`src/rtl/vga_pkg.sv`:
```
// -----------------------------------------------------------------------------
// vga_pkg
// Shared constants for the VGA raster path: the default 1024x768 @ 64 MHz mode,
// sync polarity encoding, and the x/y counter widths that the pixel/VRAM stage
// also uses to size its beam-position inputs.
// No ports (package).
// -----------------------------------------------------------------------------
package vga_pkg;

   // Beam position widths, shared with the downstream pixel stage.
   localparam int unsigned X_W = 11;
   localparam int unsigned Y_W = 10;

   // Sync polarity encoding: the parameter value is the active level.
   localparam bit SYNC_ACTIVE_LOW  = 1'b0;
   localparam bit SYNC_ACTIVE_HIGH = 1'b1;

   // Default mode: 1024x768, 64 MHz pixel clock, ~59 Hz frame rate.
   localparam int unsigned DEF_H_VISIBLE = 1024;
   localparam int unsigned DEF_H_FRONT   = 24;
   localparam int unsigned DEF_H_SYNC    = 136;
   localparam int unsigned DEF_H_BACK    = 160;
   localparam int unsigned DEF_V_VISIBLE = 768;
   localparam int unsigned DEF_V_FRONT   = 3;
   localparam int unsigned DEF_V_SYNC    = 6;
   localparam int unsigned DEF_V_BACK    = 29;

   // Drive level of a sync line given its polarity and whether it is in its pulse.
   function automatic logic sync_level(input bit pol, input bit active);
      return active ? pol : ~pol;
   endfunction

endpackage

```
`src/rtl/vga_axis_counter.sv`:
```
// -----------------------------------------------------------------------------
// vga_axis_counter
// One raster axis (horizontal or vertical). Counts 0..TOTAL-1 on each i_step
// and derives the registered sync and active flags for that axis. The flags are
// computed from the next count so they line up with o_count in the same cycle.
//
// Ports:
//   i_clk     clock
//   i_rst_n   synchronous active-low reset
//   i_step    advance the counter this cycle
//   o_count   current position on this axis
//   o_wrap    high in the cycle that i_step takes the count from TOTAL-1 to 0
//   o_sync    sync output at the configured polarity
//   o_active  high while the position is inside the visible region
// -----------------------------------------------------------------------------
module vga_axis_counter
   import vga_pkg::*;
#(
   parameter int unsigned VISIBLE = DEF_H_VISIBLE,
   parameter int unsigned FRONT   = DEF_H_FRONT,
   parameter int unsigned SYNC    = DEF_H_SYNC,
   parameter int unsigned BACK    = DEF_H_BACK,
   parameter bit          POL     = SYNC_ACTIVE_LOW,
   parameter int unsigned W       = X_W
) (
   input  logic         i_clk,
   input  logic         i_rst_n,
   input  logic         i_step,
   output logic [W-1:0] o_count,
   output logic         o_wrap,
   output logic         o_sync,
   output logic         o_active
);

   localparam int unsigned TOTAL      = VISIBLE + FRONT + SYNC + BACK;
   localparam int unsigned SYNC_START = VISIBLE + FRONT;
   localparam int unsigned SYNC_END   = SYNC_START + SYNC;

   if (TOTAL > (1 << W)) begin : g_width_check
      $error("vga_axis_counter: TOTAL does not fit in W bits");
   end

   logic [W-1:0] r_count;
   logic [W-1:0] w_count_next;
   logic [31:0]  w_next_ext;
   logic         w_at_end;
   logic         w_in_sync;
   logic         r_sync;
   logic         r_active;

   assign w_at_end = (r_count == W'(TOTAL - 1));
   assign o_wrap   = i_step & w_at_end;

   always_comb begin
      w_count_next = r_count;
      if (i_step) begin
         w_count_next = w_at_end ? '0 : r_count + 1'b1;
      end
   end

   // Compare in 32 bits so SYNC_END == 2**W cannot truncate to zero.
   assign w_next_ext = 32'(w_count_next);
   assign w_in_sync  = (w_next_ext >= SYNC_START) && (w_next_ext < SYNC_END);

   always_ff @(posedge i_clk) begin
      if (!i_rst_n) begin
         r_count  <= '0;
         r_sync   <= sync_level(POL, 1'b0);
         r_active <= 1'b1;
      end else begin
         r_count  <= w_count_next;
         r_sync   <= sync_level(POL, w_in_sync);
         r_active <= (w_next_ext < VISIBLE);
      end
   end

   assign o_count  = r_count;
   assign o_sync   = r_sync;
   assign o_active = r_active;

endmodule

```
`src/rtl/vga_sync_gen.sv`:
```
// -----------------------------------------------------------------------------
// vga_sync_gen
// Raster timing generator feeding the VGA pixel/VRAM stage. Produces the beam
// position, h/v sync, blanking, a one-clock retrace strobe per scanline (at
// hsync start) and a sticky interrupt raised at hblank and/or vblank entry.
//
// Ports:
//   i_clk                         clock, nominally 64 MHz
//   i_rst_n                       synchronous active-low reset
//   i_cli                         clear the pending interrupt
//   i_enable_interrupt_on_hblank  raise interrupt at hblank entry of visible lines
//   i_enable_interrupt_on_vblank  raise interrupt at the first vblank line
//   o_x                           horizontal position, 0..H_TOTAL-1
//   o_y                           vertical position, 0..V_TOTAL-1
//   o_hsync                       horizontal sync, H_SYNC_POL is the active level
//   o_vsync                       vertical sync, V_SYNC_POL is the active level
//   o_retrace                     one-clock strobe per line at hsync start
//   o_blank                       high outside the visible area
//   o_interrupt                   sticky interrupt request
// -----------------------------------------------------------------------------
module vga_sync_gen
   import vga_pkg::*;
#(
   parameter int unsigned H_VISIBLE  = DEF_H_VISIBLE,
   parameter int unsigned H_FRONT    = DEF_H_FRONT,
   parameter int unsigned H_SYNC     = DEF_H_SYNC,
   parameter int unsigned H_BACK     = DEF_H_BACK,
   parameter int unsigned V_VISIBLE  = DEF_V_VISIBLE,
   parameter int unsigned V_FRONT    = DEF_V_FRONT,
   parameter int unsigned V_SYNC     = DEF_V_SYNC,
   parameter int unsigned V_BACK     = DEF_V_BACK,
   parameter bit          H_SYNC_POL = SYNC_ACTIVE_LOW,
   parameter bit          V_SYNC_POL = SYNC_ACTIVE_LOW
) (
   input  logic           i_clk,
   input  logic           i_rst_n,
   input  logic           i_cli,
   input  logic           i_enable_interrupt_on_hblank,
   input  logic           i_enable_interrupt_on_vblank,
   output logic [X_W-1:0] o_x,
   output logic [Y_W-1:0] o_y,
   output logic           o_hsync,
   output logic           o_vsync,
   output logic           o_retrace,
   output logic           o_blank,
   output logic           o_interrupt
);

   localparam int unsigned H_TOTAL      = H_VISIBLE + H_FRONT + H_SYNC + H_BACK;
   localparam int unsigned V_TOTAL      = V_VISIBLE + V_FRONT + V_SYNC + V_BACK;
   localparam int unsigned H_SYNC_START = H_VISIBLE + H_FRONT;

   if (H_TOTAL > (1 << X_W)) begin : g_h_total_check
      $error("vga_sync_gen: H_TOTAL exceeds the x counter width");
   end
   if (V_TOTAL > (1 << Y_W)) begin : g_v_total_check
      $error("vga_sync_gen: V_TOTAL exceeds the y counter width");
   end
   if (H_SYNC_START == 0) begin : g_h_sync_start_check
      $error("vga_sync_gen: hsync must not start at x = 0");
   end

   logic [X_W-1:0] w_x;
   logic [Y_W-1:0] w_y;
   logic           w_h_wrap;
   logic           w_h_sync;
   logic           w_h_active;
   logic           w_v_sync;
   logic           w_v_active;
   logic           w_unused_v_wrap;
   logic           w_pre_retrace;
   logic           w_hblank_entry;
   logic           w_vblank_entry;
   logic           w_irq_set;
   logic           r_retrace;
   logic           r_interrupt;

   vga_axis_counter #(
      .VISIBLE (H_VISIBLE),
      .FRONT   (H_FRONT),
      .SYNC    (H_SYNC),
      .BACK    (H_BACK),
      .POL     (H_SYNC_POL),
      .W       (X_W)
   ) u_h_counter (
      .i_clk    (i_clk),
      .i_rst_n  (i_rst_n),
      .i_step   (1'b1),
      .o_count  (w_x),
      .o_wrap   (w_h_wrap),
      .o_sync   (w_h_sync),
      .o_active (w_h_active)
   );

   // The vertical axis steps once per line, on the horizontal wrap, so vsync
   // changes only at line boundaries.
   vga_axis_counter #(
      .VISIBLE (V_VISIBLE),
      .FRONT   (V_FRONT),
      .SYNC    (V_SYNC),
      .BACK    (V_BACK),
      .POL     (V_SYNC_POL),
      .W       (Y_W)
   ) u_v_counter (
      .i_clk    (i_clk),
      .i_rst_n  (i_rst_n),
      .i_step   (w_h_wrap),
      .o_count  (w_y),
      .o_wrap   (w_unused_v_wrap),
      .o_sync   (w_v_sync),
      .o_active (w_v_active)
   );

   // Registering one position early puts the strobe on x == H_SYNC_START.
   assign w_pre_retrace  = (w_x == X_W'(H_SYNC_START - 1));

   // Set events look at the position currently on o_x/o_y.
   assign w_hblank_entry = (w_x == X_W'(H_VISIBLE)) && (w_y < Y_W'(V_VISIBLE));
   assign w_vblank_entry = (w_x == '0) && (w_y == Y_W'(V_VISIBLE));
   assign w_irq_set      = (w_hblank_entry & i_enable_interrupt_on_hblank)
                         | (w_vblank_entry & i_enable_interrupt_on_vblank);

   always_ff @(posedge i_clk) begin
      if (!i_rst_n) begin
         r_retrace   <= 1'b0;
         r_interrupt <= 1'b0;
      end else begin
         r_retrace <= w_pre_retrace;
         // A set event takes priority over a simultaneous clear.
         if (w_irq_set) begin
            r_interrupt <= 1'b1;
         end else if (i_cli) begin
            r_interrupt <= 1'b0;
         end
      end
   end

   assign o_x         = w_x;
   assign o_y         = w_y;
   assign o_hsync     = w_h_sync;
   assign o_vsync     = w_v_sync;
   assign o_retrace   = r_retrace;
   // Both inputs are flops in the axis counters; no path from module inputs.
   assign o_blank     = ~(w_h_active & w_v_active);
   assign o_interrupt = r_interrupt;

endmodule

```
`config.mk`:
```
export PLATFORM = sky130hd
export DESIGN_NAME = vga_sync_gen
export DESIGN_NICKNAME = d
export VERILOG_FILES = /design/src/rtl/vga_pkg.sv /design/src/rtl/vga_axis_counter.sv /design/src/rtl/vga_sync_gen.sv
export SDC_FILE = /design/constraint.sdc
export NUM_CORES = 1
export LEC_CHECK = 0
export ABC_AREA = 1
export CAP_MARGIN = 20
export CORE_MARGIN = 5
export CORE_UTILIZATION = 55
export CTS_CLUSTER_SIZE = 40
export DETAILED_ROUTE_END_ITERATION = 6
export GPL_TIMING_DRIVEN = 1
export PLACE_DENSITY = 0.84
export RECOVER_POWER = 100
export SLEW_MARGIN = 20
export SYNTH_ARGS = -nofsm -noshare
export SYNTH_HDL_FRONTEND = slang
export SYNTH_HIERARCHICAL = 1
export SYNTH_SLANG_ARGS = --single-unit
```
`constraint.sdc`:
```
create_clock -name i_clk -period 4.1 [get_ports i_clk]
set_input_delay 0.82 -clock i_clk [delete_from_list [all_inputs] [get_ports i_clk]]
set_output_delay 0.82 -clock i_clk [all_outputs]
set_load 0.02 [all_outputs]
```
==> changes_impl.md, run 1 <==
### Metrics

- Initial DRC Count: ~140
- Port Buffers: 30
- Int Pwr: a little over 0.3 mW
- Antenna Nets Post-Route: 0
- Pwr Total: roughly 0.40 mW
- Synth area leader: dfxtp_1
- Combinational group share of total power: about 5.2%
- Inserted Diodes: 0
- Aggregate negative setup slack: 0 ns
- CTS tree: done
- Hold path endpoint: o_interrupt$_SDFFE_PN0P_
- Vias in the first global route: 1539
- CP bufs+invs: 2
- First-pass GRT wire length: around 6.5 mm
- Wirelength per Cell: around 12 µm
- Cell area leaders: dfxtp_1 (35%), nand2_1 (17%), nor2_1 (11%)
- Hold Startpoint: o_interrupt$_SDFFE_PN0P_
- Fmax: around 0.38 GHz
- Hold depth: 2
- HP Class: flip-flop to flip-flop
- Seq/Total Area, Yosys: between 30% and 40%
- Mapped Cells: roughly 250
- Post-synth EDFFs: 0
- Status: complete, no violations
- Worst r2r src: u_h_counter/o_count[0]$_SDFF_PN0_
- Hold buffers post-CTS: 0
- Worst path top cell family by delay: simple AND/OR/NAND/NOR gates
- Final hold vios: 0
- Aoi share: under 10%
- Drt first pass iters: 4
- Placed instance area: 1891 µm²
run 1: area by class of cell:
class / instances / area, µm²
Tap cell: 31 / 38.79
Inverter: 37 / 138.9
Sequential cell: 27 / 540.5
Timing Repair Buffer: 30 / 300.3
Multi-Input combinational cell: 183 / 829.5
Fill cell: 246 / 858.3
Clock inverter: 1 / 5.005
Clock buffer: 3 / 22.52
run 1: layer usage:
| layer | wire length (µm) | GRT usage (%) | part of all wire [%] | up-vias |
|---|---|---|---|---|
| met5 | 0 | 0 | 0 | - |
| met4 | 92 | 8.312 | 2.5 | 0 |
| met3 | 155 | 2.487 | 4.2 | 10 |
| met2 | 1854 | 34.74 | 50 | 52 |
| met1 | 1612 | 23.06 | 43 | 717 |
| li1 | - | - | - | 841 |
Figure 1. Cell classes on the final placement (run 1).
Bar = 20 µm. Fill, decap, tap and diode cells in grey.
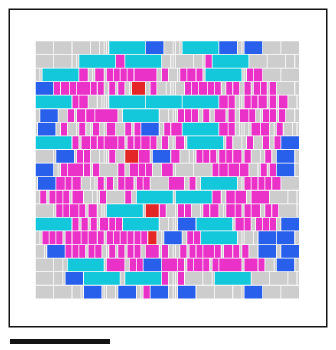
Key: red = clock drivers and dummy loads [cells 4, share of their area 1.5%]; magenta = all other logic [cells 220, share of their area 53%]; cyan = flip-flops [cells 27, share of their area 29%]; blue = other buffers and delay cells [cells 30, share of their area 16%]
flop share of the area: 28.82%
post-layout util: 68.60%
core area: 2734 µm²
fin area: 1876 µm²
# rows: 19

Figure 2. Clock nets (run 1).
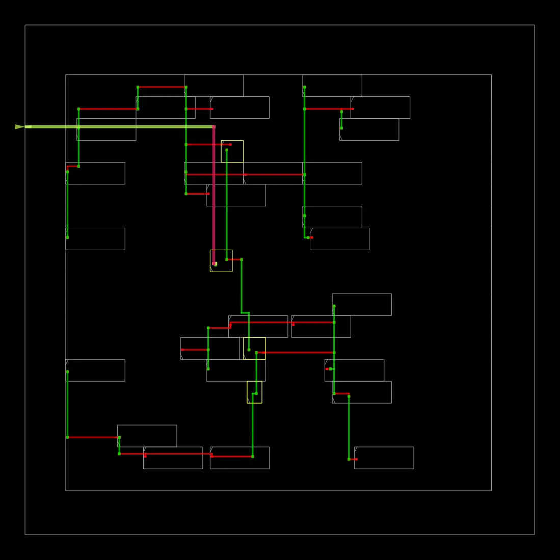
Clock Sinks: 27
final-layout clock buffer total: 3
clk pwr: 0.111 mW
Clock Latency Late Sink: 0.32 ns

Figure 3. Selected gate families (run 1).
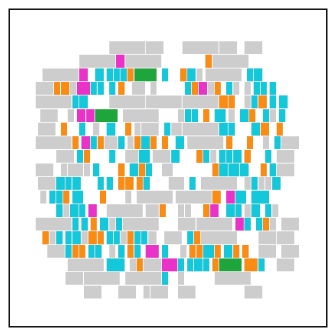
Key: orange = NOR gates [cells 57]; magenta = inverting AOI/OAI gates [cells 13]; green = adder and majority cells [cells 3]; cyan = NAND gates [cells 104]
Comb area share: 44.23%
Top cell excl fill/tap: nand2_1
Cell Count, Final, Fillers Out: 312

Figure 4. Sizing map (run 1).
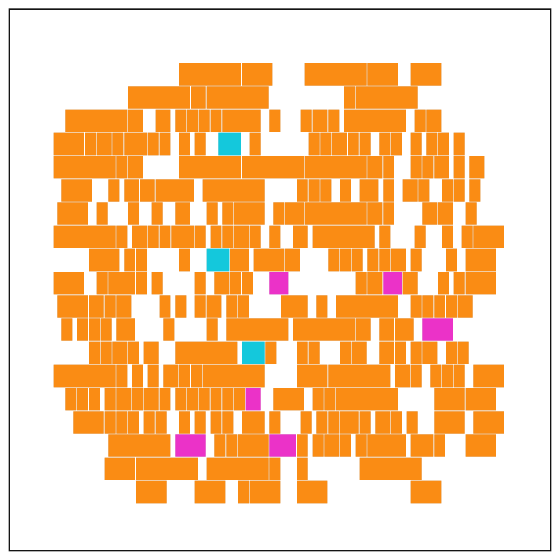
Key: orange = drive 1 or less [cells 272, share 97%, most used nand2_1]; cyan = drive 3 to 4 [cells 3, share 1.1%, most used clkbuf_4]; magenta = drive 2 [cells 6, share 2.1%, most used nand3_2]

Figure 5. M2 wires (run 1).
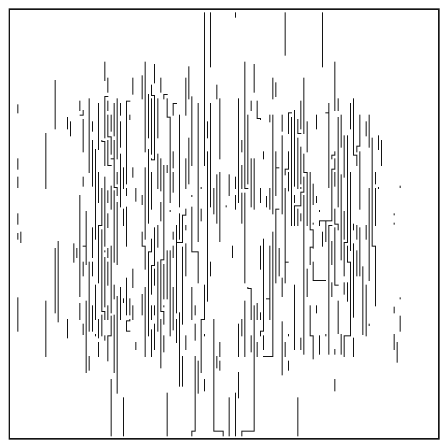

## Run 2: what changed since run 1
- CORE_UTILIZATION: 55 -> 51
- PLACE_DENSITY: 0.84 -> 0.79
- clock period: 4.1 -> 2.5 ns (I/O delays scaled with it)
Figure 6. M2 wires (run 2).
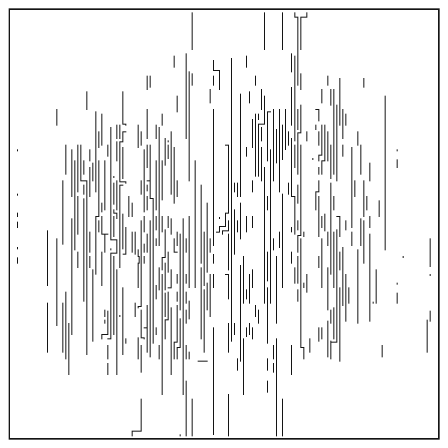
235 nets have wire on it. The longest straight run is 43.2 µm. The layer holds 48% of the routed length.
DRT Wirelength: 3.833 mm
Vias: 1615
GR Util met2: 33.88%

==> changes_impl.md, run 2 <==
### Metrics

- Status: complete, no violations
- Placed instance area: 1908 µm² (+0.93%)
- Drt first pass iters: 4 (unchanged)
- Comb area share: 44.84% (+0.61 points)
- Flop share of the area: 28.33% (-0.49 points)
- Flop count: 27 (unchanged)
- Repair and plain buffers: 32 (+6.7%)
- Core area: 3003 µm² (+9.8%)
- Final hold vios: 0 (unchanged)
- # rows: 20 (+1)
- Port Buffers: 30 (unchanged)
- First-pass GRT wire length: 6.575 mm (+1.7%)
- HP Class: flip-flop to flip-flop
- Synth area leader: dfxtp_1
- Comb_multi_in: 183 (unchanged)
- Fmax: 0.4389 GHz (+16%)
- Hold depth: 2 (unchanged)
- Aggregate negative setup slack: 0 ns (unchanged)
- Clock Latency Late Sink: 0.32 ns (about the same)
- Cell Count, Final, Fillers Out: 316 (+1.3%)
- CP bufs+invs: 1 (-1)
- Fin area: 1917 µm² (+2.2%)
- Area-dominant cell class after layout: combinational gates
- Seq/Total Area, Yosys: 34.59% (unchanged)
- Worst r2r src: u_h_counter/o_count[0]$_SDFF_PN0_
- Logic inverters: 37 (unchanged)
- Fillers: 297 (+21%)
- Pwr Total: 0.6567 mW (+65%)
- Post-synth EDFFs: 0 (unchanged)
## run 2: cells by family (layout without fill, tap and decap cells)
group	after synthesis	count (layout)	share of synthesized area [%]
AND-OR/OR-AND	14	14	5.204
XOR/XNOR	2	2	1.121
adder cells (fa/ha/maj)	3	3	2.402
buffers and inverters	38	73	9.608
flip-flops	27	27	34.59
other	1	1	0.2400
AND/OR/NAND/NOR	163	163	46.84
## run 2: per-layer routing
metal  track usage [%]  vias to the layer above  wire length, µm
li1                  -                      847                -
met1             24.76                      717             1770
met2             33.88                       41             1829
met3             2.393                       10              151
met4             6.477                        0               82
met5                 0                        -                0
## run 2: report_power, final
group	switching (mW)	internal, mW	leakage (nW)
combinational	0.0212	0.0147	0.753
clock	0.120	0.0623	0.0150
sequential	0.00486	0.434	0.219
Power figures rest on the tool's default switching activity, not on a simulated workload.
